## src/rtl/mm_job_sched_pkg.sv

```systemverilog
`default_nettype none
// ============================================================================
// Module      : mm_job_sched_pkg
// Description : Shared types and constants for the matmul job scheduler:
//               engine precision-mode encodings (2'd3 reserved), the number
//               of tile_done pulses that make up one matrix, tile counter
//               width, and the scheduler FSM state encoding.
// Revision    : 1.0 - initial release
// ============================================================================
package mm_job_sched_pkg;

    typedef enum logic [1:0] {
        MODE_INT8 = 2'd0,
        MODE_FP16 = 2'd1,
        MODE_BF16 = 2'd2,
        MODE_RSVD = 2'd3
    } mm_mode_e;

    // 32x32 tiles per matrix
    localparam int TILES_PER_MTRX = 1024;

    // Counter is wide enough to show overruns up to 2047 before saturating
    localparam int                    TILE_CNT_W   = 11;
    localparam logic [TILE_CNT_W-1:0] TILE_CNT_MAX = '1;

    typedef enum logic [1:0] {
        ST_IDLE   = 2'd0,
        ST_LAUNCH = 2'd1,
        ST_RUN    = 2'd2,
        ST_CPL    = 2'd3
    } sched_state_e;

endpackage
`default_nettype wire

```

## src/rtl/mm_job_sched_if.sv

```systemverilog
`default_nettype none
// ============================================================================
// Module      : mm_job_sched_if
// Description : Bundle of the scheduler's job port, engine port, completion
//               port and status outputs. Signal names carry the direction
//               as seen from the scheduler.
//               slave  : scheduler view (mm_job_sched)
//               master : job source / engine / completion sink view
// Revision    : 1.0 - initial release
// ============================================================================
interface mm_job_sched_if #(
    parameter int ID_W      = 4,
    parameter int JOB_DEPTH = 4
);
    localparam int QLVL_W = $clog2(JOB_DEPTH) + 1;

    // job port
    logic              i_job_valid;
    logic              o_job_ready;
    logic [1:0]        i_job_mode;
    logic [ID_W-1:0]   i_job_id;
    // engine port
    logic              o_mm_start;
    logic [1:0]        o_mm_mode;
    logic              i_tile_done;
    logic              i_mtrx_done;
    // completion port
    logic              o_cpl_valid;
    logic              i_cpl_ready;
    logic [ID_W-1:0]   o_cpl_id;
    logic [10:0]       o_cpl_tiles;
    logic              o_cpl_err;
    // status
    logic              o_busy;
    logic [QLVL_W-1:0] o_qlevel;

    modport slave (
        input  i_job_valid, i_job_mode, i_job_id,
        input  i_tile_done, i_mtrx_done, i_cpl_ready,
        output o_job_ready, o_mm_start, o_mm_mode,
        output o_cpl_valid, o_cpl_id, o_cpl_tiles, o_cpl_err,
        output o_busy, o_qlevel
    );

    modport master (
        output i_job_valid, i_job_mode, i_job_id,
        output i_tile_done, i_mtrx_done, i_cpl_ready,
        input  o_job_ready, o_mm_start, o_mm_mode,
        input  o_cpl_valid, o_cpl_id, o_cpl_tiles, o_cpl_err,
        input  o_busy, o_qlevel
    );

endinterface
`default_nettype wire

```

## src/rtl/mm_job_sched_job_fifo.sv

```systemverilog
`default_nettype none
// ============================================================================
// Module      : job_fifo
// Description : Synchronous FIFO with occupancy count and full/empty flags.
//               Head entry is presented on o_dout whenever non-empty.
//               Push is ignored when full and pop when empty; a push is
//               never allowed through a full FIFO even with a same-cycle pop.
// Ports       : i_clk, i_rst_n (async, active-low)
//               i_push/i_din, i_pop/o_dout, o_count, o_full, o_empty
// Revision    : 1.0 - initial release
// ============================================================================
module job_fifo #(
    parameter  int WIDTH = 6,
    parameter  int DEPTH = 4,
    localparam int AW    = $clog2(DEPTH),
    localparam int CW    = AW + 1
) (
    input  wire logic             i_clk,
    input  wire logic             i_rst_n,
    input  wire logic             i_push,
    input  wire logic [WIDTH-1:0] i_din,
    input  wire logic             i_pop,
    output logic      [WIDTH-1:0] o_dout,
    output logic      [CW-1:0]    o_count,
    output logic                  o_full,
    output logic                  o_empty
);

    logic [WIDTH-1:0] r_mem [DEPTH];
    logic [AW-1:0]    r_wr_ptr;
    logic [AW-1:0]    r_rd_ptr;
    logic [CW-1:0]    r_count;
    logic             w_push;
    logic             w_pop;

    assign o_full  = (r_count == CW'(DEPTH));
    assign o_empty = (r_count == '0);
    assign w_push  = i_push && !o_full;
    assign w_pop   = i_pop && !o_empty;
    assign o_dout  = r_mem[r_rd_ptr];
    assign o_count = r_count;

    // Storage needs no reset: contents are only observed while non-empty.
    always_ff @(posedge i_clk) begin
        if (w_push) begin
            r_mem[r_wr_ptr] <= i_din;
        end
    end

    // Pointers wrap naturally because DEPTH is a power of two.
    always_ff @(posedge i_clk or negedge i_rst_n) begin
        if (!i_rst_n) begin
            r_wr_ptr <= '0;
            r_rd_ptr <= '0;
            r_count  <= '0;
        end else begin
            if (w_push) r_wr_ptr <= r_wr_ptr + 1'b1;
            if (w_pop)  r_rd_ptr <= r_rd_ptr + 1'b1;
            case ({w_push, w_pop})
                2'b10:   r_count <= r_count + 1'b1;
                2'b01:   r_count <= r_count - 1'b1;
                default: r_count <= r_count;
            endcase
        end
    end

endmodule
`default_nettype wire

```

## src/rtl/mm_job_sched.sv

```systemverilog
`default_nettype none
// ============================================================================
// Module      : mm_job_sched
// Description : Job scheduler in front of the matrix-multiply engine. Queues
//               jobs (mode + tag), launches one at a time with a single
//               cycle start pulse, counts tile_done pulses until
//               matrix_done, and returns one completion record per job.
//               Reserved-mode jobs complete with an error, never started.
// Ports       : i_clk, i_rst_n (async, active-low)
//               bus (mm_job_sched_if.slave): job, engine, completion and
//               status signals.
// Revision    : 1.0 - initial release
// ============================================================================
module mm_job_sched
    import mm_job_sched_pkg::*;
#(
    parameter int JOB_DEPTH = 4,
    parameter int ID_W      = 4,
    parameter int TILES     = mm_job_sched_pkg::TILES_PER_MTRX
) (
    input  wire logic      i_clk,
    input  wire logic      i_rst_n,
    mm_job_sched_if.slave  bus
);

    localparam int QLVL_W = $clog2(JOB_DEPTH) + 1;

    sched_state_e          r_state;
    sched_state_e          w_state_next;
    logic                  w_pop;
    logic [ID_W+1:0]       w_head;
    logic [1:0]            w_head_mode;
    logic [ID_W-1:0]       w_head_id;
    logic                  w_full;
    logic                  w_empty;
    logic [QLVL_W-1:0]     w_count;
    logic [ID_W-1:0]       r_id;
    logic [1:0]            r_mm_mode;
    logic [TILE_CNT_W-1:0] r_tiles;
    logic [TILE_CNT_W-1:0] w_tiles_inc;
    logic                  r_err;

    job_fifo #(
        .WIDTH (ID_W + 2),
        .DEPTH (JOB_DEPTH)
    ) u_job_fifo (
        .i_clk   (i_clk),
        .i_rst_n (i_rst_n),
        .i_push  (bus.i_job_valid),
        .i_din   ({bus.i_job_mode, bus.i_job_id}),
        .i_pop   (w_pop),
        .o_dout  (w_head),
        .o_count (w_count),
        .o_full  (w_full),
        .o_empty (w_empty)
    );

    assign w_head_mode = w_head[ID_W +: 2];
    assign w_head_id   = w_head[ID_W-1:0];

    // Saturating count including any tile_done in the current cycle, so a
    // tile_done coincident with mtrx_done is part of the final count.
    assign w_tiles_inc = (bus.i_tile_done && (r_tiles != TILE_CNT_MAX))
                       ? r_tiles + 1'b1 : r_tiles;

    always_ff @(posedge i_clk or negedge i_rst_n) begin
        if (!i_rst_n) begin
            r_state <= ST_IDLE;
        end else begin
            r_state <= w_state_next;
        end
    end

    always_comb begin
        w_state_next = r_state;
        w_pop        = 1'b0;
        case (r_state)
            ST_IDLE: begin
                if (!w_empty) begin
                    w_pop        = 1'b1;
                    w_state_next = (w_head_mode == MODE_RSVD) ? ST_CPL : ST_LAUNCH;
                end
            end
            ST_LAUNCH: w_state_next = ST_RUN;
            ST_RUN: begin
                if (bus.i_mtrx_done) w_state_next = ST_CPL;
            end
            ST_CPL: begin
                if (bus.i_cpl_ready) w_state_next = ST_IDLE;
            end
            default: w_state_next = ST_IDLE;
        endcase
    end

    // Job context and tile counter. The engine mode register only loads for
    // jobs that will actually run, so it holds its last value otherwise.
    always_ff @(posedge i_clk or negedge i_rst_n) begin
        if (!i_rst_n) begin
            r_id      <= '0;
            r_mm_mode <= '0;
            r_tiles   <= '0;
            r_err     <= 1'b0;
        end else begin
            if (w_pop) begin
                r_id <= w_head_id;
                if (w_head_mode == MODE_RSVD) begin
                    r_tiles <= '0;
                    r_err   <= 1'b1;
                end else begin
                    r_mm_mode <= w_head_mode;
                end
            end
            if (r_state == ST_LAUNCH) begin
                r_tiles <= '0;
                r_err   <= 1'b0;
            end
            if (r_state == ST_RUN) begin
                r_tiles <= w_tiles_inc;
                if (bus.i_mtrx_done) begin
                    r_err <= (w_tiles_inc != TILE_CNT_W'(TILES));
                end
            end
        end
    end

    assign bus.o_job_ready = !w_full;
    assign bus.o_mm_start  = (r_state == ST_LAUNCH);
    assign bus.o_mm_mode   = r_mm_mode;
    assign bus.o_cpl_valid = (r_state == ST_CPL);
    assign bus.o_cpl_id    = r_id;
    assign bus.o_cpl_tiles = r_tiles;
    assign bus.o_cpl_err   = r_err;
    assign bus.o_busy      = (r_state != ST_IDLE) || !w_empty;
    assign bus.o_qlevel    = w_count;

endmodule
`default_nettype wire
```

## src/flat_wrapper.sv

```systemverilog
// flat-port wrapper written by rule: the top's interface ports become plain ports
module mm_job_sched_flat import mm_job_sched_pkg::*;
#(
    parameter int JOB_DEPTH = 4,
    parameter int ID_W      = 4,
    parameter int TILES     = mm_job_sched_pkg::TILES_PER_MTRX
)
  (i_clk, i_rst_n, bus_i_job_valid, bus_i_job_mode, bus_i_job_id, bus_i_tile_done, bus_i_mtrx_done, bus_i_cpl_ready, bus_o_job_ready, bus_o_mm_start, bus_o_mm_mode, bus_o_cpl_valid, bus_o_cpl_id, bus_o_cpl_tiles, bus_o_cpl_err, bus_o_busy, bus_o_qlevel);
  mm_job_sched_if #(.ID_W(ID_W), .JOB_DEPTH(JOB_DEPTH)) bus_i ();
  input  wire logic i_clk;
  input  wire logic i_rst_n;
  input wire logic [$bits(bus_i.i_job_valid)-1:0] bus_i_job_valid;
  input wire logic [$bits(bus_i.i_job_mode)-1:0] bus_i_job_mode;
  input wire logic [$bits(bus_i.i_job_id)-1:0] bus_i_job_id;
  input wire logic [$bits(bus_i.i_tile_done)-1:0] bus_i_tile_done;
  input wire logic [$bits(bus_i.i_mtrx_done)-1:0] bus_i_mtrx_done;
  input wire logic [$bits(bus_i.i_cpl_ready)-1:0] bus_i_cpl_ready;
  output wire logic [$bits(bus_i.o_job_ready)-1:0] bus_o_job_ready;
  output wire logic [$bits(bus_i.o_mm_start)-1:0] bus_o_mm_start;
  output wire logic [$bits(bus_i.o_mm_mode)-1:0] bus_o_mm_mode;
  output wire logic [$bits(bus_i.o_cpl_valid)-1:0] bus_o_cpl_valid;
  output wire logic [$bits(bus_i.o_cpl_id)-1:0] bus_o_cpl_id;
  output wire logic [$bits(bus_i.o_cpl_tiles)-1:0] bus_o_cpl_tiles;
  output wire logic [$bits(bus_i.o_cpl_err)-1:0] bus_o_cpl_err;
  output wire logic [$bits(bus_i.o_busy)-1:0] bus_o_busy;
  output wire logic [$bits(bus_i.o_qlevel)-1:0] bus_o_qlevel;
  assign bus_i.i_job_valid = bus_i_job_valid;
  assign bus_i.i_job_mode = bus_i_job_mode;
  assign bus_i.i_job_id = bus_i_job_id;
  assign bus_i.i_tile_done = bus_i_tile_done;
  assign bus_i.i_mtrx_done = bus_i_mtrx_done;
  assign bus_i.i_cpl_ready = bus_i_cpl_ready;
  assign bus_o_job_ready = bus_i.o_job_ready;
  assign bus_o_mm_start = bus_i.o_mm_start;
  assign bus_o_mm_mode = bus_i.o_mm_mode;
  assign bus_o_cpl_valid = bus_i.o_cpl_valid;
  assign bus_o_cpl_id = bus_i.o_cpl_id;
  assign bus_o_cpl_tiles = bus_i.o_cpl_tiles;
  assign bus_o_cpl_err = bus_i.o_cpl_err;
  assign bus_o_busy = bus_i.o_busy;
  assign bus_o_qlevel = bus_i.o_qlevel;
  mm_job_sched #(.JOB_DEPTH(JOB_DEPTH), .ID_W(ID_W), .TILES(TILES)) u_core (.i_clk(i_clk), .i_rst_n(i_rst_n), .bus(bus_i));
endmodule
```

## config.mk

```make
export PLATFORM = sky130hd
export DESIGN_NAME = mm_job_sched_flat
export DESIGN_NICKNAME = d
export VERILOG_FILES = /design/src/rtl/mm_job_sched_pkg.sv /design/src/rtl/mm_job_sched_if.sv /design/src/rtl/mm_job_sched_job_fifo.sv /design/src/rtl/mm_job_sched.sv /design/src/flat_wrapper.sv
export SDC_FILE = /design/constraint.sdc
export NUM_CORES = 1
export LEC_CHECK = 0
export CORE_MARGIN = 4
export CORE_UTILIZATION = 25
export CTS_BUF_LIST = sky130_fd_sc_hd__clkbuf_16
export CTS_CLUSTER_DIAMETER = 50
export DETAILED_ROUTE_END_ITERATION = 8
export DONT_BUFFER_PORTS = 1
export GPL_ROUTABILITY_DRIVEN = 0
export SYNTH_ARGS = -nofsm -noshare
export SYNTH_HDL_FRONTEND = slang
export SYNTH_SLANG_ARGS = --single-unit
```

## constraint.sdc

```tcl
create_clock -name i_clk -period 2.1 [get_ports i_clk]
set_input_delay 0.315 -clock i_clk [delete_from_list [all_inputs] [get_ports i_clk]]
set_output_delay 0.315 -clock i_clk [all_outputs]
set_load 0.01 [all_outputs]
```

Register map, names as in the netlist:
Scale: 2 px per um. Other sequential cells in the stronger gray, the rest of the logic in the fainter gray.
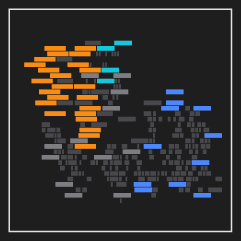
[u_core.u_job_fifo.r_mem] orange | sequential cells: 24
[u_core.bus.o_cpl_tiles] blue | sequential cells: 11
[u_core.bus.o_cpl_id] cyan | sequential cells: 4 | where: top center

I/O nets highlighted:
Scale: 3 px per um.
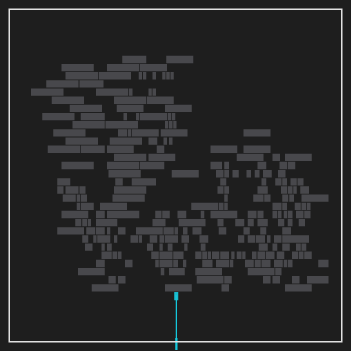
[bus_i_cpl_ready] cyan | bits: 1 | direction: input | end cells: 1 | buffers: 0 | wire: 14.9 um

Pin map:
Scale: 2 px per um. Pins as bars across the die edge, other pins in gray.
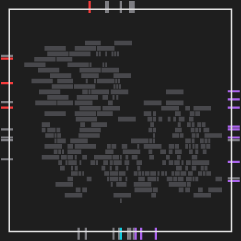
[bus_o_cpl_tiles] purple | pins: 11 | direction: output | edge: 8 right, 3 bottom
[bus_i_cpl_ready] cyan | pins: 1 | direction: input | edge: bottom
[bus_i_job_id] red | pins: 4 | direction: input | edge: 3 left, 1 top
all pins by edge: 11 bottom, 10 right, 9 left, 7 top
Port Buf Inserts: 0
Die Span X: 110 um
height of the die: 110 um

==> Slide: Implementation Results <==
Physical Implementation Snapshot

Logic synthesis
  • Synth unique cells: 47
  • Yosys stat chip area: 2620 sq um
  • Synthesized flop and latch total: 51
  • Syn Nets: 252
  • XOR Share, Synth: 2.68%
  • Synth Warn #: 0
  • Synthesized area: 2620 sq um
  • Top cells by area: edfxtp_1 28%, dfrtp_1 26%, ha_1 5.3%, mux4_2 5.2%, nand2_1 3.7%

Global route
  • Largest net degree at the start of global routing: 28
  • Wire length of the first global-routing pass: 9.80 mm

Timing
  • Worst slew pin tran: 0.484 ns
  • Hold Fails Final Rpt: 0
  • Final WS setup: 0.109 ns
  • RSZ-0062 raised after global routing: no
  • Worst Hold Slack: 0.116 ns

Floorplanning
  • Initial core utilization: 25.5%
  • Core area: 10,300 sq um

Layout
  • Cell Count, Final, Fillers Out: 383
  • Inverters excl. clock: 11
  • Fill cells: 1,063
  • Dominant kind of cell by area: sequential cells
  • Area delta synth->final: 16.7%
  • Share of cells above drive strength 1: 20.2%
  • Non-clock buffer count: 23
  • Multi-In Gates: 154

Clock tree
  • TritonCTS buffer count: 5
  • Clock sink total: 51
  • Setup Buffers After CTS: 0

Routing
  • DRC viols: 0

Critical path
  • Setup CP Type: reg -> reg
  • Slowest cell on the critical path: dfrtp_1

Power and ir drop
  • Leakage power: 1.23 nW
  • Power in sequential cells: 1.57 mW
  • Share of power burned in registers: 38.4%
  • Combinational share of power: 41.0%

Flow run
  • Tool warnings: 33

Run status
  • Status: finished clean
-- path summary, 6_finish.rpt --
kind                                         startpoint                            end  depth (start not counted)
min in group asynchronous                       i_rst_n      u_core.bus.o_cpl_tiles[4]                          2
hold reg to reg            u_core.u_job_fifo.o_count[0]   u_core.u_job_fifo.o_count[0]                          1
setup / recovery                      u_core.r_state[0]   u_core.u_job_fifo.o_count[2]                         10
setup reg to reg                      u_core.r_state[0]   u_core.u_job_fifo.o_count[2]                         10
hold / removal                          bus_i_job_id[1]  u_core.u_job_fifo.r_mem[2][1]                          0
max in group asynchronous                       i_rst_n  u_core.u_job_fifo.r_rd_ptr[1]                          2
-- per-layer routing --
metal  wire length [um]  vias up  track usage (%)
li1                   -      874                -
met1               2430      897             11.8
met2               2920       58             17.9
met3                490        8             4.02
met4                107        0             3.25
met5                  0        -                0
Power figures rest on the tool's default switching activity, not on a simulated workload.
